==> config.mk <==
export PLATFORM = sky130hd
export DESIGN_NAME = bg_tile_fetch_seq
export DESIGN_NICKNAME = d
export VERILOG_FILES = /design/src/rtl/bg_tile_fetch_seq.sv
export SDC_FILE = /design/constraint.sdc
export NUM_CORES = 1
export LEC_CHECK = 0
export CELL_PAD_IN_SITES_DETAIL_PLACEMENT = 1
export CELL_PAD_IN_SITES_GLOBAL_PLACEMENT = 2
export CORE_MARGIN = 10
export CORE_UTILIZATION = 35
export DETAILED_ROUTE_END_ITERATION = 8
export PLACE_DENSITY = 0.92
export SLEW_MARGIN = 0
export SYNTH_ARGS = -nofsm -noshare
export SYNTH_HDL_FRONTEND = slang
export SYNTH_SLANG_ARGS = --single-unit
==> constraint.sdc <==
create_clock -name clk -period 5.18 [get_ports clk]
set_clock_uncertainty 0.2 [all_clocks]
set_input_delay 0.777 -clock clk [delete_from_list [all_inputs] [get_ports clk]]
set_output_delay 0.777 -clock clk [all_outputs]
set_load 0.005 [all_outputs]
==> src/rtl/bg_tile_fetch_seq.sv <==
// Background tile fetch sequencer: per tile, reads nametable, attribute and both
// pattern planes over a shared VRAM port, then steps coarse X for a burst of tiles.
module bg_tile_fetch_seq #(
  parameter int ADDR_W = 16,
  parameter int CNT_W  = 6
) (
  input  logic              clk,
  input  logic              rst_n,
  input  logic              start,
  input  logic              abort,
  input  logic [ADDR_W-1:0] nt_addr,
  input  logic [CNT_W-1:0]  tile_count,
  input  logic [2:0]        fine_y,
  input  logic              pt_sel,
  output logic              rd_req,
  output logic [ADDR_W-1:0] rd_addr,
  input  logic              rd_ack,
  input  logic [7:0]        rd_data,
  output logic              busy,
  output logic              tile_valid,
  output logic [7:0]        tile_pat_lo,
  output logic [7:0]        tile_pat_hi,
  output logic [1:0]        tile_palette
);

  typedef enum logic [2:0] {
    S_IDLE, S_NT, S_AT, S_PLO, S_PHI, S_DONE
  } state_t;

  state_t            state, state_nxt;
  logic [ADDR_W-1:0] addr_q;
  logic [2:0]        fine_y_q;
  logic              pt_sel_q;
  logic [CNT_W-1:0]  remaining;
  logic [7:0]        tile_idx;
  logic [1:0]        pal_q;
  logic [7:0]        lo_q;

  logic [ADDR_W-1:0] at_addr, pat_addr, addr_step;
  logic [1:0]        pal_sel;
  logic [CNT_W-1:0]  rem_dec;
  logic              accept;

  assign accept  = start && (tile_count != '0) && !abort;
  assign rem_dec = remaining - CNT_W'(1);
  // Attribute quadrant picks the 2-bit field: {row[1], col[1]}
  assign pal_sel = {addr_q[6], addr_q[1]};
  assign at_addr  = {addr_q[ADDR_W-1:10], 4'b1111, addr_q[9:7], addr_q[4:2]};
  assign pat_addr = ADDR_W'({pt_sel_q, tile_idx, 1'b0, fine_y_q});

  // Coarse-X step; column 31 wraps to column 0 of the horizontally adjacent nametable
  always_comb begin
    addr_step = addr_q + ADDR_W'(1);
    if (addr_q[4:0] == 5'h1F) begin
      addr_step       = addr_q;
      addr_step[4:0]  = 5'h00;
      addr_step[10]   = ~addr_q[10];
    end
  end

  always_comb begin
    state_nxt  = state;
    rd_req     = 1'b0;
    rd_addr    = '0;
    tile_valid = 1'b0;
    case (state)
      S_IDLE: if (accept) state_nxt = S_NT;
      S_NT: begin
        rd_req  = 1'b1;
        rd_addr = addr_q;
        if (rd_ack) state_nxt = S_AT;
      end
      S_AT: begin
        rd_req  = 1'b1;
        rd_addr = at_addr;
        if (rd_ack) state_nxt = S_PLO;
      end
      S_PLO: begin
        rd_req  = 1'b1;
        rd_addr = pat_addr;
        if (rd_ack) state_nxt = S_PHI;
      end
      S_PHI: begin
        rd_req     = 1'b1;
        rd_addr    = pat_addr;
        rd_addr[3] = 1'b1;
        if (rd_ack) state_nxt = S_DONE;
      end
      S_DONE: begin
        tile_valid = 1'b1;
        state_nxt  = (rem_dec != '0) ? S_NT : S_IDLE;
      end
      default: state_nxt = S_IDLE;
    endcase
    if (abort) state_nxt = S_IDLE;
  end

  assign busy = (state != S_IDLE);

  always_ff @(posedge clk or negedge rst_n) begin
    if (!rst_n) state <= S_IDLE;
    else        state <= state_nxt;
  end

  always_ff @(posedge clk or negedge rst_n) begin
    if (!rst_n) begin
      addr_q       <= '0;
      fine_y_q     <= '0;
      pt_sel_q     <= 1'b0;
      remaining    <= '0;
      tile_idx     <= '0;
      pal_q        <= '0;
      lo_q         <= '0;
      tile_pat_lo  <= '0;
      tile_pat_hi  <= '0;
      tile_palette <= '0;
    end else begin
      case (state)
        S_IDLE: if (accept) begin
          addr_q    <= nt_addr;
          fine_y_q  <= fine_y;
          pt_sel_q  <= pt_sel;
          remaining <= tile_count;
        end
        S_NT:  if (rd_ack) tile_idx <= rd_data;
        S_AT:  if (rd_ack) pal_q <= rd_data[{pal_sel, 1'b0} +: 2];
        S_PLO: if (rd_ack) lo_q <= rd_data;
        // Results only publish for a completed tile; they hold until the next DONE
        S_PHI: if (rd_ack && !abort) begin
          tile_pat_lo  <= lo_q;
          tile_pat_hi  <= rd_data;
          tile_palette <= pal_q;
        end
        S_DONE: begin
          remaining <= rem_dec;
          if (rem_dec != '0) addr_q <= addr_step;
        end
        default: ;
      endcase
    end
  end

endmodule

Figure 1. Met1 routing.
Bar = 20 um.
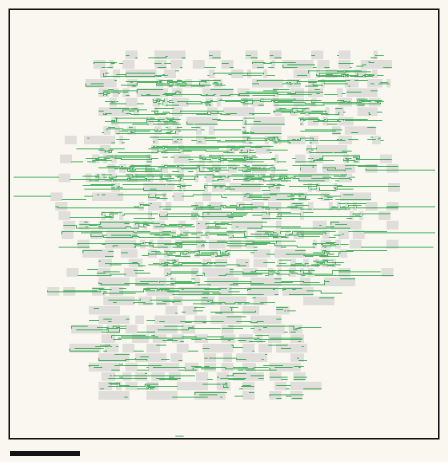
nets with wire on the layer	413
main direction	horizontal
share of all routed wire	43%
wire length on this layer	4,970 um

Figure 2. Metal 2.
Bar = 20 um.
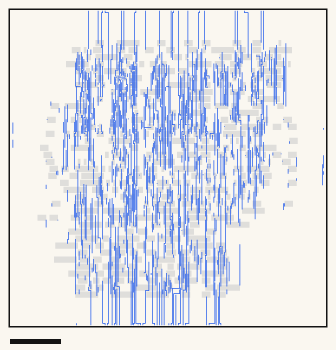
share of all routed wire	49%
main direction	vertical
wire length on this layer	5,600 um

==> changes_impl.md <==
### Implementation results

- Total clock sinks: between 60 and 70
- Number of flip-flops and latches: between 60 and 70
- Clock buffer depth: 2
- Critical R2R Launch: remaining[0]
- Internal power: about 1.3 mW
- Number of buffer and inverter stages on the critical path: 1
- Top comb family, area: AND-OR/OR-AND gates
- Iter 0 DRT Violations: 272
- Well-Tap Cells: ~140
- Count of buffers added by post-CTS timing repair for setup: 0
- Highest clock rate: ~250 MHz
- CTS H-tree depth: 3
- Static power due to leakage: 1.90 nW
- Fraction of the mapped netlist area in adder cells: around 1.3%
- Cell at the root of the clock tree: sky130_fd_sc_hd__clkbuf_8
- Worst path top cell family by delay: flip-flops
- Register clock-pin slew on the reported worst setup and hold paths: approximately 0.080 ns
- Most congested layer reported by global routing: met2
- Top Metal Used: met4
- Final period util: between 70% and 80%
- Met3 routed WL: just over 600 um
- Total die size: ~15,000 um^2
- IO Port Bufs: around 75
- Number of antenna-violating nets in the routed design: 0
- RSZ-0062 raised after global routing: no
- Routed length on met2: 5.60 mm
- Total standard cell area after synthesis: approximately 3700 um^2
- DR pass1 iterations: 4
- Mux frac, synth: between 10% and 20%
- Yosys simple share: 13.2%
- Relative contribution of sequential cells to total power: around 45%
- Number of hold-repair buffers added at the cts stage: 0
- Buffering overhead: 16.3%
- Number of rows in the core area: 37
- Post-synth top cells: 65 x sky130_fd_sc_hd__dfrtp_1, 35 x sky130_fd_sc_hd__nand2_1, 33 x sky130_fd_sc_hd__mux2_2
- Area grow syn2layout: 26.8%
- Final setup viols: 0
- Status: finished clean
- DIE HEIGHT: roughly 120 um
- Number of instances resized during post-cts repair: 0
- Final Hold Fails: 0
- Critical path required time: 4.20 ns
- Largest cell class by area: multi-input combinational cells
- XOR Share, Synth: less than 1%
Figure 3. Metal 3.
Bar = 20 um.
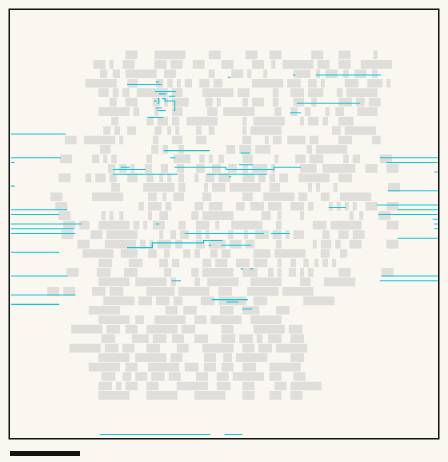
share of all routed wire	5.4%
nets with wire on the layer	50
wire length on this layer	620 um
longest straight run	31.5 um

Figure 4. Signal wires on met4.
Bar = 20 um.
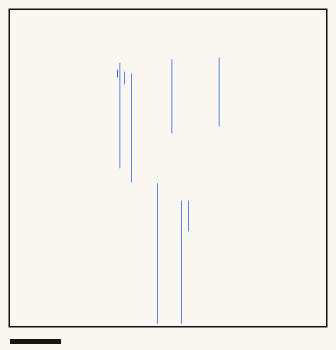
main direction	vertical
longest straight run	54.4 um
via count: 3,229
final routed wirelength across all metal layers: 11.5 mm

-- per-stage QoR --
| stage | util [%] | power, mW |
|---|---|---|
| 6_report | 45.6 | 2.01 |
| 5_1_grt | 45.6 | 2.15 |
| 4_1_cts | 45.6 | 2.03 |
| 3_5_place_dp | 43.9 | 1.61 |
| 3_3_place_gp | 43.9 | 1.57 |
| 2_1_floorplan | - | 1.27 |
-- power by group through the flow --
| stage | sequential, mW | combinational (mW) | clock [mW] |
|---|---|---|---|
| after floorplan | 0.809 | 0.462 | 0 |
| after global placement | 0.895 | 0.678 | 0 |
| after detailed placement | 0.909 | 0.703 | 0 |
| after CTS | 0.901 | 0.710 | 0.418 |
| after global routing | 0.935 | 0.775 | 0.440 |
| final | 0.901 | 0.701 | 0.408 |
Power and IR drop assume default switching activity.
